`config.mk`:
```
export PLATFORM = sky130hd
export DESIGN_NAME = video_ts_render
export DESIGN_NICKNAME = d
export VERILOG_FILES = /design/src/rtl/video_ts_render.sv
export SDC_FILE = /design/constraint.sdc
export NUM_CORES = 1
export LEC_CHECK = 0
export CAP_MARGIN = 10
export CELL_PAD_IN_SITES_DETAIL_PLACEMENT = 1
export CELL_PAD_IN_SITES_GLOBAL_PLACEMENT = 2
export CORE_ASPECT_RATIO = 2
export CORE_MARGIN = 3
export CORE_UTILIZATION = 33
export CTS_BUF_LIST = sky130_fd_sc_hd__clkbuf_8 sky130_fd_sc_hd__clkbuf_16
export DETAILED_ROUTE_END_ITERATION = 8
export PLACE_DENSITY_LB_ADDON = 0.15
export SYNTH_ARGS = -nofsm -noshare
export SYNTH_HDL_FRONTEND = slang
export SYNTH_SLANG_ARGS = --single-unit
```
`constraint.sdc`:
```
create_clock -name clk -period 10 [get_ports clk]
set_input_delay 3 -clock clk [delete_from_list [all_inputs] [get_ports clk]]
set_output_delay 3 -clock clk [all_outputs]
set_load 0.005 [all_outputs]
```
`src/rtl/video_ts_render.sv`:
```
`default_nettype none
// ============================================================================
// Module      : video_ts_render
// Description : Tile/sprite line renderer. It takes one render task per
//               tsr_go and fetches the 4bpp graphics words from DRAM. A small
//               FIFO buffers the words, and each word is expanded into four
//               pixel slots. Opaque, on-screen pixels are written into the
//               line buffer, tagged with the task palette.
// Revision    : 1.0 - initial release
// ============================================================================
module video_ts_render #(
    parameter int VIS_W  = 360,
    parameter int FIFO_D = 2
) (
    input  logic        clk,
    input  logic        rst,
    input  logic        start,
    input  logic        tsr_go,
    input  logic [5:0]  tsr_addr,
    input  logic [8:0]  tsr_line,
    input  logic [7:0]  tsr_page,
    input  logic [8:0]  tsr_x,
    input  logic [2:0]  tsr_xs,
    input  logic        tsr_xf,
    input  logic [3:0]  tsr_pal,
    output logic        tsr_rdy,
    output logic [20:0] dram_addr,
    output logic        dram_req,
    input  logic        dram_next,
    input  logic [15:0] dram_rdata,
    output logic        lb_we,
    output logic [8:0]  lb_waddr,
    output logic [7:0]  lb_wdata
);

    localparam int              c_pw       = (FIFO_D > 1) ? $clog2(FIFO_D) : 1;
    localparam int              c_cw       = $clog2(FIFO_D + 1);
    localparam logic [c_cw-1:0] c_full     = c_cw'(FIFO_D);
    localparam logic [c_cw-1:0] c_one      = c_cw'(1);
    localparam logic [c_pw-1:0] c_last_ptr = c_pw'(FIFO_D - 1);
    localparam logic [9:0]      c_vis_w    = 10'(VIS_W);

    localparam logic [1:0] c_st_idle  = 2'd0;
    localparam logic [1:0] c_st_fetch = 2'd1;
    localparam logic [1:0] c_st_drain = 2'd2;

    logic [1:0]      r_state;
    logic [1:0]      w_state_nxt;

    // Task fields captured on acceptance
    logic [5:0]      r_addr;
    logic [8:0]      r_line;
    logic [7:0]      r_page;
    logic [8:0]      r_x;
    logic [2:0]      r_xs;
    logic            r_xf;
    logic [3:0]      r_pal;

    // Fetch side: next word index and words still to request
    logic [4:0]      r_k;
    logic [4:0]      r_words_left;
    // Serializer side: word index and slot within the word at the FIFO head
    logic [3:0]      r_pk;
    logic [1:0]      r_j;

    logic [15:0]     r_fifo [FIFO_D];
    logic [c_pw-1:0] r_wp;
    logic [c_pw-1:0] r_rp;
    logic [c_cw-1:0] r_cnt;

    logic            w_accept;
    logic            w_req;
    logic            w_push;
    logic            w_slot;
    logic            w_pop;
    logic [c_pw-1:0] w_wp_nxt;
    logic [c_pw-1:0] w_rp_nxt;
    logic [15:0]     w_head;
    logic [3:0]      w_pix;
    logic [5:0]      w_p;
    logic [5:0]      w_off;
    logic [8:0]      w_x;
    logic [6:0]      w_wi;
    logic [7:0]      w_bank;

    assign w_accept = (r_state == c_st_idle) && tsr_go && !start;
    assign w_req    = (r_state == c_st_fetch) && (r_words_left != 5'd0) && (r_cnt != c_full);
    assign w_push   = w_req && dram_next;
    // The head of the FIFO is the word being serialized. It leaves the FIFO after its fourth slot.
    assign w_slot   = (r_cnt != '0);
    assign w_pop    = w_slot && (r_j == 2'd3);
    assign w_wp_nxt = (r_wp == c_last_ptr) ? '0 : r_wp + c_pw'(1);
    assign w_rp_nxt = (r_rp == c_last_ptr) ? '0 : r_rp + c_pw'(1);
    assign w_head   = r_fifo[r_rp];

    // Graphics address: the bank is the page plus the line's upper bits, and the low 7 bits are the wrapped word index
    assign w_wi      = {r_addr, 1'b0} + {2'b00, r_k};
    assign w_bank    = r_page + {5'b00000, r_line[8:6]};
    assign dram_addr = {w_bank, r_line[5:0], w_wi};
    assign dram_req  = w_req;
    assign tsr_rdy   = (r_state == c_st_idle);

    // Pixel position in the slice. W-1 is {xs,3'b111}, so the flipped offset never goes negative.
    assign w_p   = {r_pk, r_j};
    assign w_off = r_xf ? ({r_xs, 3'b111} - w_p) : w_p;
    assign w_x   = r_x + {3'b000, w_off};

    // Select the current nibble, leftmost pixel first
    always_comb begin
        w_pix = 4'd0;
        case (r_j)
            2'd0:    w_pix = w_head[15:12];
            2'd1:    w_pix = w_head[11:8];
            2'd2:    w_pix = w_head[7:4];
            default: w_pix = w_head[3:0];
        endcase
    end

    assign lb_we    = w_slot && (w_pix != 4'd0) && ({1'b0, w_x} < c_vis_w);
    assign lb_waddr = w_slot ? w_x : 9'd0;
    assign lb_wdata = w_slot ? {r_pal, w_pix} : 8'd0;

    // State register; start acts as a soft reset
    always_ff @(posedge clk) begin
        if (rst) begin
            r_state <= c_st_idle;
        end else begin
            r_state <= w_state_nxt;
        end
    end

    // Next-state logic. The task ends after the last slot of the last word.
    always_comb begin
        w_state_nxt = r_state;
        case (r_state)
            c_st_idle: begin
                if (w_accept) w_state_nxt = c_st_fetch;
            end
            c_st_fetch: begin
                if (w_push && (r_words_left == 5'd1)) w_state_nxt = c_st_drain;
            end
            c_st_drain: begin
                if (w_pop && (r_cnt == c_one) && (r_words_left == 5'd0)) w_state_nxt = c_st_idle;
            end
            default: w_state_nxt = c_st_idle;
        endcase
        if (start) w_state_nxt = c_st_idle;
    end

    // Capture the task descriptor when a task is accepted
    always_ff @(posedge clk) begin
        if (rst) begin
            r_addr <= 6'd0;
            r_line <= 9'd0;
            r_page <= 8'd0;
            r_x    <= 9'd0;
            r_xs   <= 3'd0;
            r_xf   <= 1'b0;
            r_pal  <= 4'd0;
        end else if (w_accept) begin
            r_addr <= tsr_addr;
            r_line <= tsr_line;
            r_page <= tsr_page;
            r_x    <= tsr_x;
            r_xs   <= tsr_xs;
            r_xf   <= tsr_xf;
            r_pal  <= tsr_pal;
        end
    end

    // FIFO storage. Only the count and pointers matter after a reset.
    always_ff @(posedge clk) begin
        if (w_push) begin
            r_fifo[r_wp] <= dram_rdata;
        end
    end

    // Fetch/serializer counters and FIFO bookkeeping; start drops any work in flight
    always_ff @(posedge clk) begin
        if (rst || start) begin
            r_k          <= 5'd0;
            r_words_left <= 5'd0;
            r_pk         <= 4'd0;
            r_j          <= 2'd0;
            r_wp         <= '0;
            r_rp         <= '0;
            r_cnt        <= '0;
        end else begin
            if (w_accept) begin
                r_k          <= 5'd0;
                r_words_left <= {1'b0, tsr_xs, 1'b0} + 5'd2;
                r_pk         <= 4'd0;
                r_j          <= 2'd0;
            end
            if (w_push) begin
                r_wp         <= w_wp_nxt;
                r_k          <= r_k + 5'd1;
                r_words_left <= r_words_left - 5'd1;
            end
            if (w_slot) begin
                r_j <= r_j + 2'd1;
                if (w_pop) begin
                    r_rp <= w_rp_nxt;
                    r_pk <= r_pk + 4'd1;
                end
            end
            case ({w_push, w_pop})
                2'b10:   r_cnt <= r_cnt + c_one;
                2'b01:   r_cnt <= r_cnt - c_one;
                default: r_cnt <= r_cnt;
            endcase
        end
    end

endmodule
`default_nettype wire

```
Figure 1. Gate-type map.
Scale bar: 20 um.
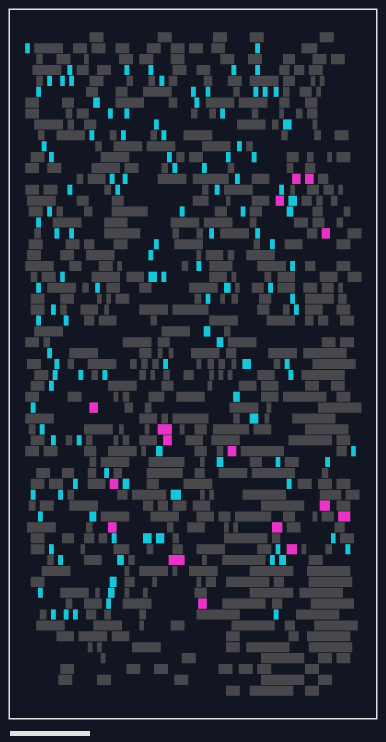
Key: magenta = and/or cells [cells 16, most used and2_1]; cyan = nand cells [cells 121, most used nand2_1, where all over the die]

Figure 2. Placement view.
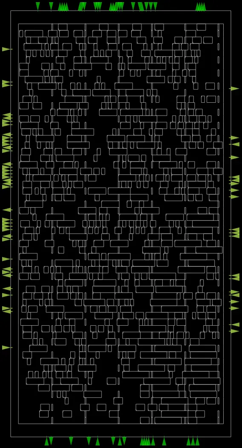
total number of tap cells: 189
flip-flop and latch share of the layout cell area: 35.8%

Figure 3. M3 wires.
Scale bar: 20 um.
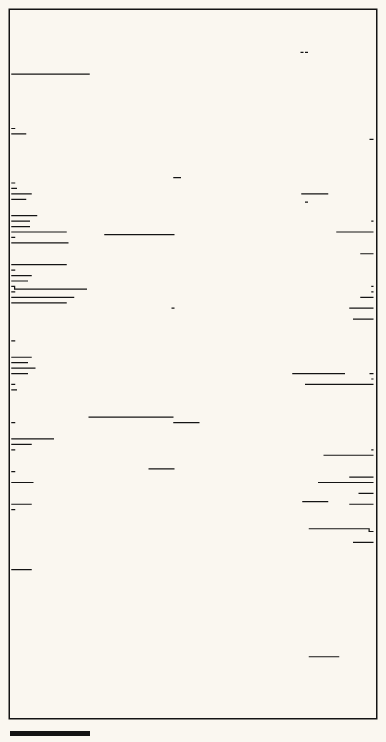
63 nets have wire on it. The wires run mostly horizontal. The layer holds 3.1% of the routed length. The layer carries 396 um of wire. The longest straight run is 20.9 um.

Figure 4. Port wiring.
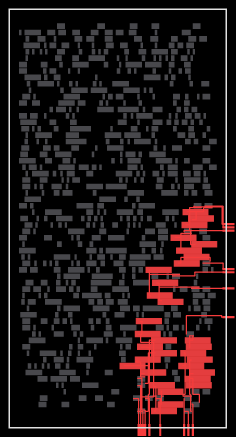
Key: red = dram_rdata [direction input, end cells 32, buffers 16, wire 597 um]

Figure 5. Placement density heat map.
9 x 18 tiles, from black (low) to pale yellow (high), 0 to 100% covered.
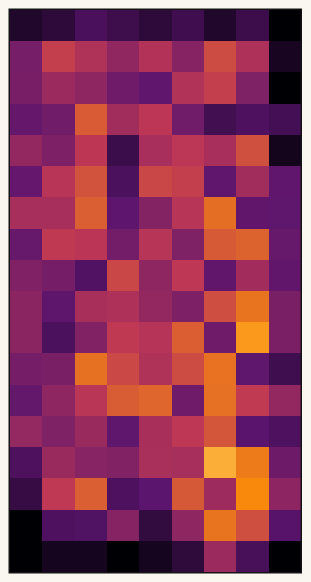
The mean over all tiles is 37%. 3.7% of the tiles are nearly empty. The fullest tile reaches 82%.

## worst max-delay path by stage
stage / from / cells after the start / slack (ns) / end
final: r_pk[1] / 13 / 3.45 / lb_we
after detailed placement: r_pk[1] / 13 / 3.82 / lb_we
after global routing: r_pk[1] / 12 / 3.15 / lb_we
after floorplan: r_pk[1] / 13 / 4.46 / lb_we
after CTS: r_pk[1] / 13 / 3.41 / lb_we
after global placement: r_pk[1] / 13 / 3.87 / lb_we
## worst max-delay path: cells and delay by family, from the launching register on
| family | cells | cell delay [ns] |
|---|---|---|
| compound gates | 3 | 0.46 |
| xor+xnor | 2 | 0.29 |
| fa+ha+maj | 3 | 0.95 |
| buf+inv | 2 | 0.55 |
| flops | 1 | 0.40 |
| simple gates | 3 | 0.58 |
==> results_dict.tcl <==
# flow metrics
set metrics [dict create \
    wl_met1_um 4520 \
    post_synth_main_logic_family "simple AND/OR/NAND/NOR gates" \
    worst_setup_start_kind "register" \
    multi_input_comb_cells 372 \
    post_synth_instance_area_um2 4810 \
    synthMuxAreaShare_pct 0.624 \
    mostFrequentLayoutCell "sky130_fd_sc_hd__clkdlybuf4s50_1" \
    placed_cells 784 \
    crit_path_end_kind "output port" \
    post-synth-top-count-cell "sky130_fd_sc_hd__nand2_1" \
    cap_viol_max_count 0 \
    layout-drive-gt1-share_pct 5.73 \
    crit_path_cell_trace "ha_1 > inv_1 > fa_1 > xnor2_1 > nand2_1 > xnor2_1 > ha_1 > or3_1 > nand4_1 > a41oi_1 > o211ai_1 > o221a_2 > clkdlybuf4s50_1" \
    final.clkbuf_count 9 \
    total_switching_power_uw 208 \
    timing_worst_setup_path_type "reg2out" \
    clock_tree_from_tritoncts "built" \
    clock_sink_count 95 \
    clock_latency_ns 0.34 \
    required_ns 7.00 \
    result_of_the_run "finished, final reports clean" \
    stdcell_count 800 \
    synth-edff-count 32 \
    finalHoldViolCount 0 \
    seq_power_share_pct 49.3 \
    syn-instance-count 525 \
    top_cell_area_share_pct 26.2 \
    pre_cts_slack_ns 3.82 \
    p_int_uw 631 \
    final.min_clock_period_ns 6.55 \
    layout_worst_path_cycle_share_pct 65.5 \
    detail_route.first_pass.iterations 6 \
    xor_share_pct 4.55 \
    fp.dieArea_um2 16200 \
    layout.filler_cells 1669 \
    finalWirelength_um 12700 \
    seq_area_um2 2220 \
    synthesis.area_per_instance_um2 9.17 \
    yosys-top-cells-area "sky130_fd_sc_hd__dfxtp_1 26%, sky130_fd_sc_hd__edfxtp_1 20%, sky130_fd_sc_hd__nand2_1 7.7%" \
    detailroute.via_count 3969 \
    power.static_leakage_nw 2.25 \
    power.group.top "registers" \
    comb-cell-share_pct 37.3 \
    grt.overflow.total 0 \
    ys_area_um2 4810 \
    peak_supply_drop_v 0.000112 \
    critical-path-slowest-cell "sky130_fd_sc_hd__clkdlybuf4s50_1" \
    synth-compound-area-share_pct 15.5 \
    reg2reg_capture_point "r_cnt[0]" \
    top_usage_layer "met2" \
    io-pin-count 102 \
    biggest_register "r_fifo" \
    core_area_um2 14100 \
    critPathArrivalTime_ns 3.55 \
    die_width_um 91.4 \
    power.clock.total_uw 342 \
    count_of_flip_flops_and_latches 95 \
    tightestPinTransition_ns 0.830 \
    n_all_buffers 106 \
    detailroute.wirelength.met2_um 7460 \
    met2_grt_util_pct 33.1 \
    power.total_uw 839 \
    min_from "r_pal[0]" \
    largest_class "multi-input combinational cells" \
    holdPathEnd "r_pal[0]" \
    post_cts_hold_buffer_count 0 \
    r2r-start "r_cnt[0]" \
    largest_registers "r_fifo: 32 flops, r_line: 9 flops, r_x: 9 flops" \
    non_clock_inverter_count 22 \
    synth.largest_area_cell "sky130_fd_sc_hd__dfxtp_1" \
    bufAreaShareNonClock_pct 16.9 \
    rows 61 \
    clk_root_buffer_cell "sky130_fd_sc_hd__clkbuf_16" \
    met3WireLength_um 395 \
    design_area_um2 6210 \
    timing.fmax_ghz 0.153 \
    grt_first_pass_wirelength_um 21300 \
    cts.clk_slew.worst_paths_ns 0.07 \
    yosys-top-cells-count "99 x sky130_fd_sc_hd__nand2_1, 64 x sky130_fd_sc_hd__a21oi_1, 63 x sky130_fd_sc_hd__dfxtp_1" \
    unrepaired_setup_endpoints_after_global_routing "false" \
    fin_nets 699 \
    global_route.usage.met3_pct 2.72 \
    fp_util_pct 34.1 \
    net_count_after_synthesis 618 \
    antenna_found_initial 0 \
    worst_slew_margin_rel_pct 44.7 \
    worst_hold_path.num_cells 2 \
    power_in_combinational_cells_uw 83.1 \
    ctsHtreeMaxLevel 3 \
    finalWeightedCongestion 0.775 \
    antenna_left 0 \
    area_growth_syn_to_layout_pct 29.0 \
    reg2regPathDepth 7 \
    p_per_area_nw_per_um2 135 \
    sequentialPower_uw 414 \
    detail_route.wl_per_cell_um 15.9 \
    dp_hpwl_um 9670 \
    place_area_um2 5900 \
    timing.critical_path.slowest_cell_delay_ns 0.50 \
    setup_viol_count_final 0 \
]
